## config.mk

```make
export PLATFORM = sky130hd
export DESIGN_NAME = noc_request_axilite
export DESIGN_NICKNAME = d
export VERILOG_FILES = /design/src/rtl/noc_request_axilite.sv
export SDC_FILE = /design/constraint.sdc
export NUM_CORES = 1
export LEC_CHECK = 0
export CAP_MARGIN = 20
export CORE_MARGIN = 2
export CORE_UTILIZATION = 36
export DETAILED_ROUTE_END_ITERATION = 8
export GPL_TIMING_DRIVEN = 0
export PLACE_DENSITY = 0.85
export SYNTH_ARGS = -nofsm -noshare
export SYNTH_HDL_FRONTEND = slang
export SYNTH_SLANG_ARGS = --single-unit
```

## constraint.sdc

```tcl
create_clock -name clk -period 1.75 [get_ports clk]
set_input_delay 0.35 -clock clk [delete_from_list [all_inputs] [get_ports clk]]
set_output_delay 0.35 -clock clk [all_outputs]
set_load 0.03 [all_outputs]
```

## src/rtl/noc_request_axilite.sv

```systemverilog
// noc_request_axilite: AXI-Lite slave that turns single-beat reads/writes into
// OpenPiton non-cacheable NoC1 request packets and queues response descriptors.
module noc_request_axilite #(
  parameter int AXILITE_ADDR_WIDTH = 64,
  parameter int AXILITE_DATA_WIDTH = 64,
  parameter int NOC_DATA_WIDTH = 64,
  parameter logic [7:0] MSG_TYPE_NC_LOAD_REQ = 8'd14,
  parameter logic [7:0] MSG_TYPE_NC_STORE_REQ = 8'd15
) (
  input  logic                          clk,
  input  logic                          rst_n,
  input  logic [AXILITE_ADDR_WIDTH-1:0] s_axi_awaddr,
  input  logic                          s_axi_awvalid,
  output logic                          s_axi_awready,
  input  logic [AXILITE_DATA_WIDTH-1:0] s_axi_wdata,
  input  logic [7:0]                    s_axi_wstrb,
  input  logic                          s_axi_wvalid,
  output logic                          s_axi_wready,
  input  logic [AXILITE_ADDR_WIDTH-1:0] s_axi_araddr,
  input  logic                          s_axi_arvalid,
  output logic                          s_axi_arready,
  input  logic [13:0]                   src_chipid,
  input  logic [7:0]                    src_x,
  input  logic [7:0]                    src_y,
  input  logic [13:0]                   dst_chipid,
  input  logic [7:0]                    dst_x,
  input  logic [7:0]                    dst_y,
  output logic                          noc_valid_out,
  output logic [NOC_DATA_WIDTH-1:0]     noc_data_out,
  input  logic                          noc_ready_in,
  output logic [5:0]                    transaction_type_wr_data,
  output logic                          transaction_type_wr,
  input  logic                          type_fifo_full,
  output logic                          err_strb
);
  typedef enum logic [2:0] {IDLE, HDR0, HDR1, HDR2, DATA} state_t;
  state_t state, state_nx;
  logic rr_rd, rr_rd_nx;
  logic is_wr;
  logic [47:0] addr;
  logic [2:0] size;
  logic [63:0] data;
  logic [5:0] desc;
  logic wr_pend, rd_pend, idle_ok, grant_rd, grant_wr, go;
  logic [2:0] lo, st_size;
  logic strb_ok;
  logic [63:0] swap, hdr0, hdr1, hdr2;
  logic unused;
  assign unused = ^{s_axi_awaddr[AXILITE_ADDR_WIDTH-1:48], s_axi_awaddr[2:0],
                    s_axi_araddr[AXILITE_ADDR_WIDTH-1:48], s_axi_araddr[2:0]};
  always_comb begin
    lo = 3'd0;
    for (int i = 7; i >= 0; i--) if (s_axi_wstrb[i]) lo = 3'(i);
  end
  // Only naturally aligned power-of-two strobe groups map to a NoC size
  always_comb begin
    st_size = 3'b100;
    strb_ok = 1'b1;
    case (s_axi_wstrb)
      8'h01, 8'h02, 8'h04, 8'h08, 8'h10, 8'h20, 8'h40, 8'h80: st_size = 3'b001;
      8'h03, 8'h0C, 8'h30, 8'hC0: st_size = 3'b010;
      8'h0F, 8'hF0: st_size = 3'b011;
      8'hFF: st_size = 3'b100;
      default: strb_ok = 1'b0;
    endcase
  end
  always_comb begin
    swap = '0;
    for (int i = 0; i < 8; i++) swap[63-8*i -: 8] = s_axi_wdata[8*i +: 8];
  end
  assign wr_pend = s_axi_awvalid && s_axi_wvalid;
  assign rd_pend = s_axi_arvalid;
  assign idle_ok = (state == IDLE) && !type_fifo_full;
  assign grant_rd = idle_ok && rd_pend && (!wr_pend || rr_rd);
  assign grant_wr = idle_ok && wr_pend && !grant_rd;
  assign s_axi_arready = grant_rd;
  assign s_axi_awready = grant_wr;
  assign s_axi_wready = grant_wr;
  assign err_strb = grant_wr && !strb_ok;
  assign noc_valid_out = state != IDLE;
  assign go = noc_valid_out && noc_ready_in;
  assign transaction_type_wr_data = desc;
  assign hdr0 = {dst_chipid, dst_x, dst_y, 4'b0, is_wr ? 8'd3 : 8'd2,
                 is_wr ? MSG_TYPE_NC_STORE_REQ : MSG_TYPE_NC_LOAD_REQ, 14'b0};
  assign hdr1 = {addr, size, 13'b0};
  assign hdr2 = {src_chipid, src_x, src_y, 34'b0};
  always_ff @(posedge clk or negedge rst_n) begin
    if (!rst_n) begin
      state <= IDLE;
      rr_rd <= 1'b1;
    end else begin
      state <= state_nx;
      rr_rd <= rr_rd_nx;
    end
  end
  always_comb begin
    state_nx = state;
    rr_rd_nx = rr_rd;
    noc_data_out = '0;
    transaction_type_wr = 1'b0;
    case (state)
      IDLE: begin
        state_nx = (grant_rd || (grant_wr && |s_axi_wstrb)) ? HDR0 : IDLE;
        rr_rd_nx = (wr_pend && rd_pend && (grant_rd || grant_wr)) ? !rr_rd : rr_rd;
      end
      HDR0: begin
        noc_data_out = hdr0;
        transaction_type_wr = go;
        state_nx = go ? HDR1 : HDR0;
      end
      HDR1: begin
        noc_data_out = hdr1;
        state_nx = go ? HDR2 : HDR1;
      end
      HDR2: begin
        noc_data_out = hdr2;
        state_nx = go ? (is_wr ? DATA : IDLE) : HDR2;
      end
      DATA: begin
        noc_data_out = data;
        state_nx = go ? IDLE : DATA;
      end
      default: state_nx = IDLE;
    endcase
  end
  always_ff @(posedge clk or negedge rst_n) begin
    if (!rst_n) begin
      is_wr <= 1'b0;
      addr <= '0;
      size <= '0;
      data <= '0;
      desc <= '0;
    end else if (grant_rd) begin
      is_wr <= 1'b0;
      addr <= {s_axi_araddr[47:3], 3'b000};
      size <= 3'b100;
      desc <= {3'b010, s_axi_araddr[3], 2'b01};
    end else if (grant_wr) begin
      is_wr <= 1'b1;
      addr <= {s_axi_awaddr[47:3], strb_ok ? lo : 3'b000};
      size <= st_size;
      data <= swap;
      desc <= 6'b100010;
    end
  end
endmodule
```

==> out/results.tsv, run 1 <==
stage	metric	value	unit
timing	achievable-frequency	408	MHz
floorplanning	ios	343	
synthesis	yosys.stat.chipArea	0.00637	mm2
detailed_routing	drt_drc	0	
status	status	complete, but fails checks	
timing	worst_slew_pin_tran	565	ps
synthesis	async_s_r_ff_share_synth	100	%
finish	layout.clock.cell_area_share	5.01	%
power_and_ir_drop	internal_power	0.0109	W
finish	n_fill_cell	1266	
power_and_ir_drop	p_leak	5.43	nW
power_and_ir_drop	p_per_area	1500	mW/mm2
finish	seq_share	25.5	%
clock_tree	clock_tree.root_cell	sky130_fd_sc_hd__clkbuf_16	
placement	dp_hpwl	18300	um
finish	seqCellArea	0.00306	mm2
timing	fin_skew	6.71	ps
timing	post-route-period-util	140	%
global_routing	track_usage	28.6	%
clock_tree	clock_pin_slew_of_the_registers_on_the_worst_case_setup_and_hold_paths	50	ps
setup_path	cp_data_arrival_time	2100	ps
floorplanning	floorplan.die_area	0.0188	mm2
placement	io_buffers	298	
flow_run	stage_log_warnings	67	
synthesis	syn_inst	721	
global_routing	overflow	0	
power_and_ir_drop	report.power.total	0.0179	W
setup_path	critical_path.endpoint_type	output pin	
finish	nonClockInverterCount	10	
timing	hold_viol_final	0	
clock_tree	clk_latency_late_pin	420	ps
detailed_routing	viasPerCell	5.29	
floorplanning	num_tap_cells	225	
synthesis	synthDistinctLibCells	46	
finish	fin_util	69.1	%
timing	post-route-worst-setup-slack	-698	ps
synthesis	postSynthRegisterBits	122	
power_and_ir_drop	combPwrFrac	51.4	%
floorplanning	core_area	0.0173	mm2
timing	setup_viol_count_final	182	
setup_path	critical_path_class	reg2out	
clock_tree	ctsLongestPathBuffers	2	
power_and_ir_drop	powerClk	0.00362	W
status	failed_checks	negative setup slack	
detailed_routing	drt_first_pass_iters	8	
finish	finalNetCount	1368	
detailed_routing	initialDrtViolationCount	449	
global_routing	grt_antenna_before_repair	0	
clock_tree	cts_tree	built	
[run 1: final timing paths]
| kind | start | endpoint | cells past startpoint |
|---|---|---|---|
| max in group asynchronous | rst_n | addr[34]$_DFFE_PN0N_ | 3 |
| setup / recovery | state[0]$_DFF_PN0_ | s_axi_wready | 9 |
| setup reg to reg | state[0]$_DFF_PN0_ | addr[44]$_DFFE_PN0N_ | 9 |
| hold / removal | rst_n | data[20]$_DFFE_PN0P_ | 2 |
| hold reg to reg | transaction_type_wr_data[2]$_DFFE_PN0N_ | transaction_type_wr_data[2]$_DFFE_PN0N_ | 2 |
| min in group clk | s_axi_wstrb[1] | addr[0]$_DFFE_PN0N_ | 3 |
[run 1: timing repair]
item	4_1_cts	5_1_grt
hold buffers	1	0
pin swaps	27	37
resized	712	71
setup buffers	35	23
cloned	9	5
setup endpoints to repair	191	190
endpoints found under the hold margin	51	0
[run 1: critical path, cell delays in order (launching register included)]
cell,delay [ps]
sky130_fd_sc_hd__dfrtp_1,370
sky130_fd_sc_hd__buf_6,150
sky130_fd_sc_hd__nor4_4,340
sky130_fd_sc_hd__and3_4,280
sky130_fd_sc_hd__nand2_8,70
sky130_fd_sc_hd__clkinv_8,60
sky130_fd_sc_hd__buf_12,90
sky130_fd_sc_hd__buf_12,120
sky130_fd_sc_hd__buf_6,90
sky130_fd_sc_hd__buf_6,110
[run 1: registers in the layout, indices dropped and copies added (netlist names)]
name,cells
size,3
transaction_type_wr_data,3
state,3
data,64
addr,48
rr_rd,1
[run 1: cell families (layout without fill, tap and decap cells)]
group,after synthesis,in the layout,synth area share [%]
AOI/OAI and AO/OA,161,161,17.8
DFF,122,122,47.9
muxes,43,43,6.76
xor gates and xnor gates,4,4,0.550
other,1,1,0.0589
buffers and inverters,70,463,6.01
and+or+nand+nor,320,320,20.9
[run 1: per-stage QoR]
stage / hold WS, ps / instance area, um2 / TNS (ps) / std cells
after floorplan: 54.4 / 6440 / -9930 / 721
after global placement: 448 / 9710 / -688040 / 1244
after detailed placement: 334 / 9730 / -140380 / 1245
after CTS: 432 / 11600 / -58750 / 1321
after global routing: 457 / 12000 / -72000 / 1339
final: 446 / 12000 / -56840 / 1339
[run 1: cell usage after synthesis (4+ instances only)]
cell type	instances	area [um2]
sky130_fd_sc_hd__and3_1	4	25.0
sky130_fd_sc_hd__buf_2	29	145
sky130_fd_sc_hd__clkbuf_1	18	67.6
sky130_fd_sc_hd__buf_6	8	90.1
sky130_fd_sc_hd__inv_1	9	33.8
sky130_fd_sc_hd__dfrtp_1	121	3030
sky130_fd_sc_hd__o21ai_0	54	270
sky130_fd_sc_hd__a21oi_1	8	40.0
sky130_fd_sc_hd__nor2_1	11	41.3
sky130_fd_sc_hd__a22o_1	30	263
sky130_fd_sc_hd__mux2i_1	43	430
sky130_fd_sc_hd__a221o_1	13	130
sky130_fd_sc_hd__buf_4	5	37.5
sky130_fd_sc_hd__and2_1	14	87.6
sky130_fd_sc_hd__nand2_1	272	1020
sky130_fd_sc_hd__a22oi_1	36	270
[run 1: layer usage]
layer,part of all wire [%],track usage (%),up-vias
met3,7.5,7.67,63
met1,40,35.5,3448
li1,-,-,3239
met4,2.6,11.3,0
met5,0,0,-
met2,50,47.4,330
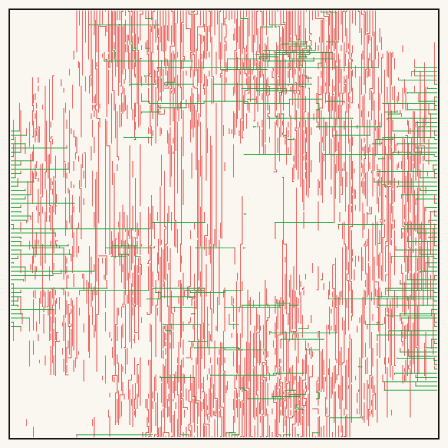
(run_1/layers.png)
Only two layers are drawn.
M3: in green, wire length 2,090 um. M2: in red, wire length 14,000 um.
final routed wire length divided by cell count: 20.8 um
overall routed net length: 27,900 um
via total after detailed routing: 7,080

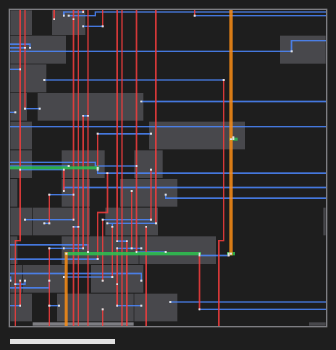
(run_1/closeup.png)
Scale bar: 10 um. Region (54, 54) to (84, 84) um. Cells in gray, sequential cells in the stronger gray; small squares are vias.
M4: in orange. M1: in blue. M2: in red. M3: in green.
Most frequent: buf_12 (5), buf_6 (3), buf_4 (3). Sequential cells in the window: 0. 20 logic cells have their middle in the window.

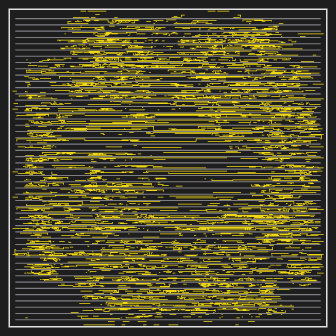
(run_1/m1.png)
Supply wires on this layer in gray.
The layer carries 11,100 um of wire. The layer holds 40% of the routed length. The longest straight run is 81.0 um.
met1 Use GR: 35.5%

==> run_1/m4.png <==
Supply wires on this layer in gray.
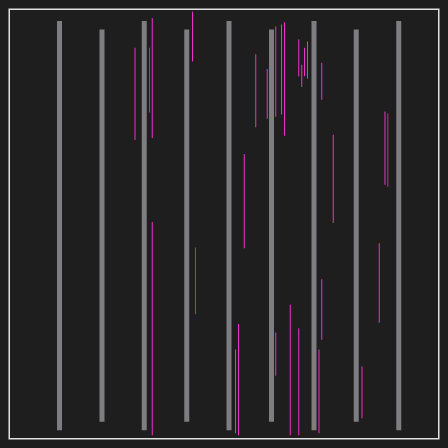

## Run 2: what changed since run 1
--- a/config.mk
+++ b/config.mk
@@ -6,11 +6,11 @@
 export NUM_CORES = 1
 export LEC_CHECK = 0
 export CAP_MARGIN = 20
-export CORE_MARGIN = 2
-export CORE_UTILIZATION = 36
+export CORE_AREA = 2 2 133 135
 export DETAILED_ROUTE_END_ITERATION = 8
+export DIE_AREA = 0 0 135 137
 export GPL_TIMING_DRIVEN = 0
-export PLACE_DENSITY = 0.85
+export PLACE_DENSITY = 0.84
 export SYNTH_ARGS = -nofsm -noshare
 export SYNTH_HDL_FRONTEND = slang
 export SYNTH_SLANG_ARGS = --single-unit
==> constraint.sdc (replaced) <==
create_clock -name clk -period 2.8 [get_ports clk]
set_input_delay 0.56 -clock clk [delete_from_list [all_inputs] [get_ports clk]]
set_output_delay 0.56 -clock clk [all_outputs]
set_load 0.03 [all_outputs]
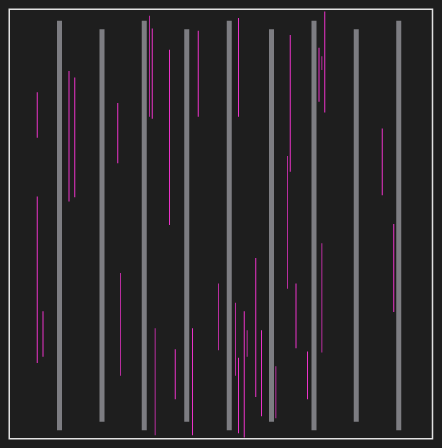
(run_2/m4.png)
Supply wires on this layer in gray.
The layer holds 3.6% of the routed length. The wires run mostly vertical.

==> run 2 against run 1 <==
Against the previous run: the run now ends clean; synthesized cell count unchanged; clock skew grew 3.5 ps; core utilization decreased by 7.4 points; clock power shrank 34%; die size shrank 1.5%; synthesized area unchanged; sequential power decreased by about 40%; worst hold slack got worse by 340 ps; combinational power is about 50% lower; non-clock buffer count fell by 49; register-to-register slack better by 980 ps; critical path type unchanged; largest power group unchanged; highest routed layer is now met5.
==> out/results.tsv, run 2 <==
stage	metric	value	unit	change
synthesis	adder_share	0	%	unchanged
clock_tree	ctsHoldBuffers	0		-1
synthesis	topCombFamilyByArea	simple AND/OR/NAND/NOR gates		
timing	fin_skew	10.2	ps	+3.48 ps
finish	biggestRegsByFlops	data: 64 flops, addr: 48 flops		
floorplanning	floorplan.die_area	0.0185	mm2	-1.5%
global_routing	track_usage	27.7	%	-0.92 points
finish	design_area	0.0105	mm2	-12%
detailed_routing	wirelength	25600	um	-8.1%
power_and_ir_drop	p_per_area	955	mW/mm2	-36%
status	status	finished clean		
floorplanning	core_area	0.0171	mm2	-1.4%
global_routing	m2_gr_usage	47.3	%	-0.082 points
synthesis	async_s_r_ff_share_synth	100	%	unchanged
synthesis	ys_sh_aoi	17.8	%	unchanged
global_routing	grt_use_met1	32.3	%	-3.2 points
synthesis	yosys.cell_count.top_type	sky130_fd_sc_hd__nand2_1		
setup_path	critical_path.endpoint_type	output pin		
timing	post-route-worst-setup-slack	63.5	ps	+762 ps
flow_run	stage_log_warnings	64		-4.5%
synthesis	synth-xor-area-share	0.550	%	unchanged
finish	finalNonFillerCells	1289		-3.7%
global_routing	grt_antenna_before_repair	2		+2
detailed_routing	initialDrtViolationCount	336		-25%
placement	dpl.cell_count	1245		unchanged
detailed_routing	drt_first_pass_iters	5		-3
global_routing	busiest_layer	met2		
setup_path	critical_path_class	reg2out		
synthesis	yosys-mux-area-fraction	6.76	%	unchanged
synthesis	yosysTopAreaCell	sky130_fd_sc_hd__dfrtp_1		
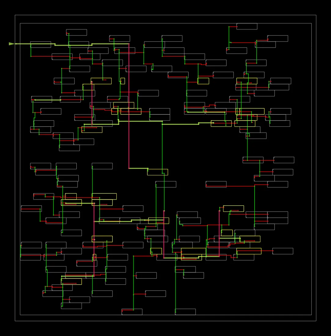
(run_2/clock_nets.png)
clock network power: 0.00239 W
TritonCTS Buffers: 17
number of clock-tree buffers in the layout: 23

## run 2: where the power goes
part	leakage, nW	internal (W)	total (W)	switching (W)
logic	2.92	0.00193	0.00460	0.00267
registers	1.52	0.00258	0.00306	0.000478
clock network	0.311	0.00160	0.00239	0.000800
## run 2: timing repair
action / in CTS / in global routing
hold endpoints to repair: 0 / 0
endpoints found under the setup margin: 69 / 41
setup buffers: 8 / 5
gates resized: 265 / 14
pin swaps: 2 / 3
## run 2: worst max-delay path by stage
stage | slack, ps | from | end
2_1_floorplan | 390 | state[0]$_DFF_PN0_ | err_strb
6_report | 60 | state[1]$_DFF_PN0_ | noc_data_out[38]
3_3_place_gp | -3800 | rst_n | addr[28]$_DFFE_PN0N_
5_1_grt | -20 | state[0]$_DFF_PN0_ | noc_data_out[23]
4_1_cts | 0.8 | state[1]$_DFF_PN0_ | noc_data_out[61]
3_5_place_dp | -710 | type_fifo_full | s_axi_wready
## run 2: kinds of logic after synthesis
| group | after synthesis |
|---|---|
| other | 1 |
| multiplexers | 43 |
| flip-flops | 122 |
| XOR/XNOR | 4 |
| AND-OR/OR-AND | 161 |
| AND/OR/NAND/NOR | 320 |
| buffers and inverters | 70 |
## run 2: cell type report
class	instances	area share, %
inverters	10	0.476
multi-input cells	529	28.4
clock inverters	7	1.31
diodes	1	0.0238
well taps	225	2.68
clock buffers	23	4.73
plain buffers	60	4.35
repair buffers	312	29.0
flip-flops and latches	122	29.0
## run 2: per-stage QoR
| step | hold slack [ps] | TNS [ps] |
|---|---|---|
| after global placement | 448 | -491500 |
| after detailed placement | 454 | -30050 |
| after floorplan | 264 | 0 |
| final | 104 | 0 |
| after global routing | 145 | -39.0 |
| after CTS | 113 | 0 |
## run 2: layer usage
layer / up-vias / share of wire (%)
li1: 3124 / -
met1: 3258 / 38
met2: 382 / 49
met3: 76 / 9.4
met4: 2 / 3.6
met5: - / 0.055
## run 2: critical path: stages (launching register included)
cell and delay, ps:
sky130_fd_sc_hd__dfrtp_1 370, sky130_fd_sc_hd__buf_6 130, sky130_fd_sc_hd__buf_4 140, sky130_fd_sc_hd__nor2b_4 120, sky130_fd_sc_hd__nor2b_4 230, sky130_fd_sc_hd__buf_2 260
sky130_fd_sc_hd__a221o_1 200, sky130_fd_sc_hd__clkdlybuf4s15_2 300
==> run_2/m1.png <==
Supply wires on this layer in gray.
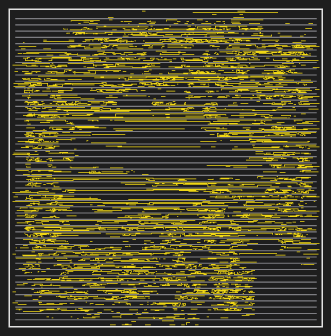

## Run 3: what changed since run 2
--- a/config.mk
+++ b/config.mk
@@ -11,6 +11,7 @@
 export DIE_AREA = 0 0 135 137
 export GPL_TIMING_DRIVEN = 0
 export PLACE_DENSITY = 0.84
+export REMOVE_ABC_BUFFERS = 1
 export SYNTH_ARGS = -nofsm -noshare
 export SYNTH_HDL_FRONTEND = slang
 export SYNTH_SLANG_ARGS = --single-unit
==> constraint.sdc (replaced) <==
create_clock -name clk -period 2.8 [get_ports clk]
set_input_delay 0.56 -clock clk [delete_from_list [all_inputs] [get_ports clk]]
set_output_delay 0.56 -clock clk [all_outputs]
set_load 0.005 [all_outputs]
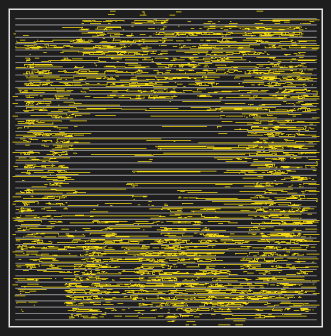
(run_3/m1.png)
Supply wires on this layer in gray.
1,151 nets have wire on it. The layer holds 39% of the routed length. The layer carries 10,500 um of wire.
met1 Use GR: 34.3%
overall routed net length: 26,500 um
via total after detailed routing: 6,960

==> run 3 against run 2 <==
Against the previous run: clock power is 3% lower; clock skew grew 0.81 ps; sequential share of layout area fell by 0.99 points; critical path depth up 1; die size is the same; non-clock buffer count decreased by 2; count of clock-buffer cells in the layout fell by 3; routed wire length rose by 3.5%; register-to-register slack worse by 390 ps; worst hold slack lost 1.5 ps; cell area up 3.7%; highest routed layer is now met4.
==> out/results.tsv, run 3 <==
stage	metric	value	unit	change
setup_path	critical_path_class	reg2out		
setup_path	cp-startpoint	state[0]$_DFF_PN0_		
timing	tns	0	ps	unchanged
setup_path	r2r_end	addr[29]$_DFFE_PN0N_		
power_and_ir_drop	p_per_area	882	mW/mm2	-7.6%
synthesis	yosys.area.top_type_share	47.5	%	
finish	finalNetCount	1326		
finish	design_area	0.0109	mm2	+3.7%
detailed_routing	drt_first_pass_iters	7		+2
power_and_ir_drop	power.ir.vdd_worst	512	uV	
global_routing	grt_antenna_before_repair	1		-1
clock_tree	ctsHoldBuffers	0		unchanged
timing	hold_slack	103	ps	-1.46 ps
timing	post-route-worst-setup-slack	21.8	ps	-41.7 ps
status	status	finished clean		
power_and_ir_drop	combPwrFrac	43.7	%	-2.1 points
synthesis	async_s_r_ff_share_synth	100	%	unchanged
synthesis	yosysTopAreaCell	sky130_fd_sc_hd__dfrtp_1		
setup_path	critical_path.endpoint_type	output pin		
power_and_ir_drop	netSwitchingPower	0.00325	W	-18%
clock_tree	tritoncts.num_buffers	17		unchanged
detailed_routing	initialDrtViolationCount	371		+10%
power_and_ir_drop	share_clk_of_total_power	24.0	%	+0.2 points
power_and_ir_drop	internal_power	0.00638	W	+4.6%
finish	biggestRegsByFlops	data: 64 flops, addr: 48 flops		
synthesis	synthesis.area_per_instance	8.83	um2	
floorplanning	floorplan.die_area	0.0185	mm2	unchanged
flow_run	stage_log_warnings	65		+1.6%
global_routing	track_usage	28.3	%	+0.61 points
floorplanning	core_area	0.0171	mm2	unchanged
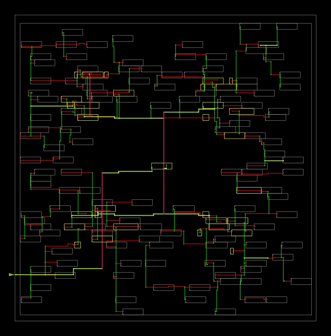
(run_3/clock_nets.png)
clock network power: 0.00231 W
Flops: 122
# clock sinks: 122
clk latency late pin: 410 ps
Worst Clk Skew: 11.0 ps

run 3: cell families (layout without fill, tap and decap cells):
group	after synthesis	count (layout)	synth area share, %
compound gates	161	163	17.8
other cells	1	2	0.0589
mux	43	43	6.76
flops	122	122	47.9
xor+xnor	4	4	0.550
simple gates	320	325	20.9
buf+inv	70	414	6.01
run 3: worst max path at each step:
stage | end
finish | noc_data_out[52]
global route | noc_data_out[23]
CTS | noc_data_out[61]
detailed placement | err_strb
global placement | noc_data_out[39]
floorplan | noc_data_out[38]
run 3: worst max-delay path: stages (launching register included):
cell and delay [ps]:
sky130_fd_sc_hd__dfrtp_2 460, sky130_fd_sc_hd__buf_4 150, sky130_fd_sc_hd__nor2b_4 120, sky130_fd_sc_hd__buf_6 120, sky130_fd_sc_hd__nor2b_4 130, sky130_fd_sc_hd__buf_12 130
sky130_fd_sc_hd__buf_4 160, sky130_fd_sc_hd__a221o_1 340, sky130_fd_sc_hd__clkdlybuf4s15_1 210
run 3: timing repair:
item | in CTS | in global routing
resized | 87 | 47
endpoints found under the setup margin | 144 | 33
endpoints found under the hold margin | 0 | 0
buffers inserted | 47 | 6
pin swaps | 7 | 5
gates cloned | 12 | 0
run 3: layout make-up:
type,instances,share of cell area [%]
diodes,1,0.0229
clock buffers,20,4.00
clock inverters,12,1.59
inverters,10,0.585
multi-input cells,536,28.2
flip-flops and latches,122,28.0
well taps,225,2.58
repair buffers,370,34.6
repair inverters,2,0.298
run 3: metal layers:
layer / share of wire, % / global-route usage (%) / vias to the layer above / routed length [um]
li1: - / - / 3157 / -
met1: 39 / 34.3 / 3402 / 10500
met5: 0 / 0 / - / 0
met4: 1.8 / 8.62 / 0 / 472
met2: 50 / 49.5 / 365 / 13200
met3: 8.9 / 7.56 / 36 / 2350
run 3: through the flow:
step,instances,util [%],total power [W]
floorplan,661,-,0.00463
global placement,1189,54.8,0.00641
detailed placement,1200,56.1,0.00668
CTS,1291,63.6,0.00959
global route,1298,64.0,0.0102
finish,1298,64.0,0.00963
run 3: power by group through the flow:
stage          combinational (W)  sequential [W]  clock (W)
3_3_place_gp             0.00333         0.00308          0
4_1_cts                  0.00416         0.00308    0.00235
5_1_grt                  0.00455         0.00320    0.00243
3_5_place_dp             0.00355         0.00312          0
6_report                 0.00421         0.00310    0.00231
2_1_floorplan            0.00165         0.00298          0
Power figures rest on the tool's default switching activity, not on a simulated workload.
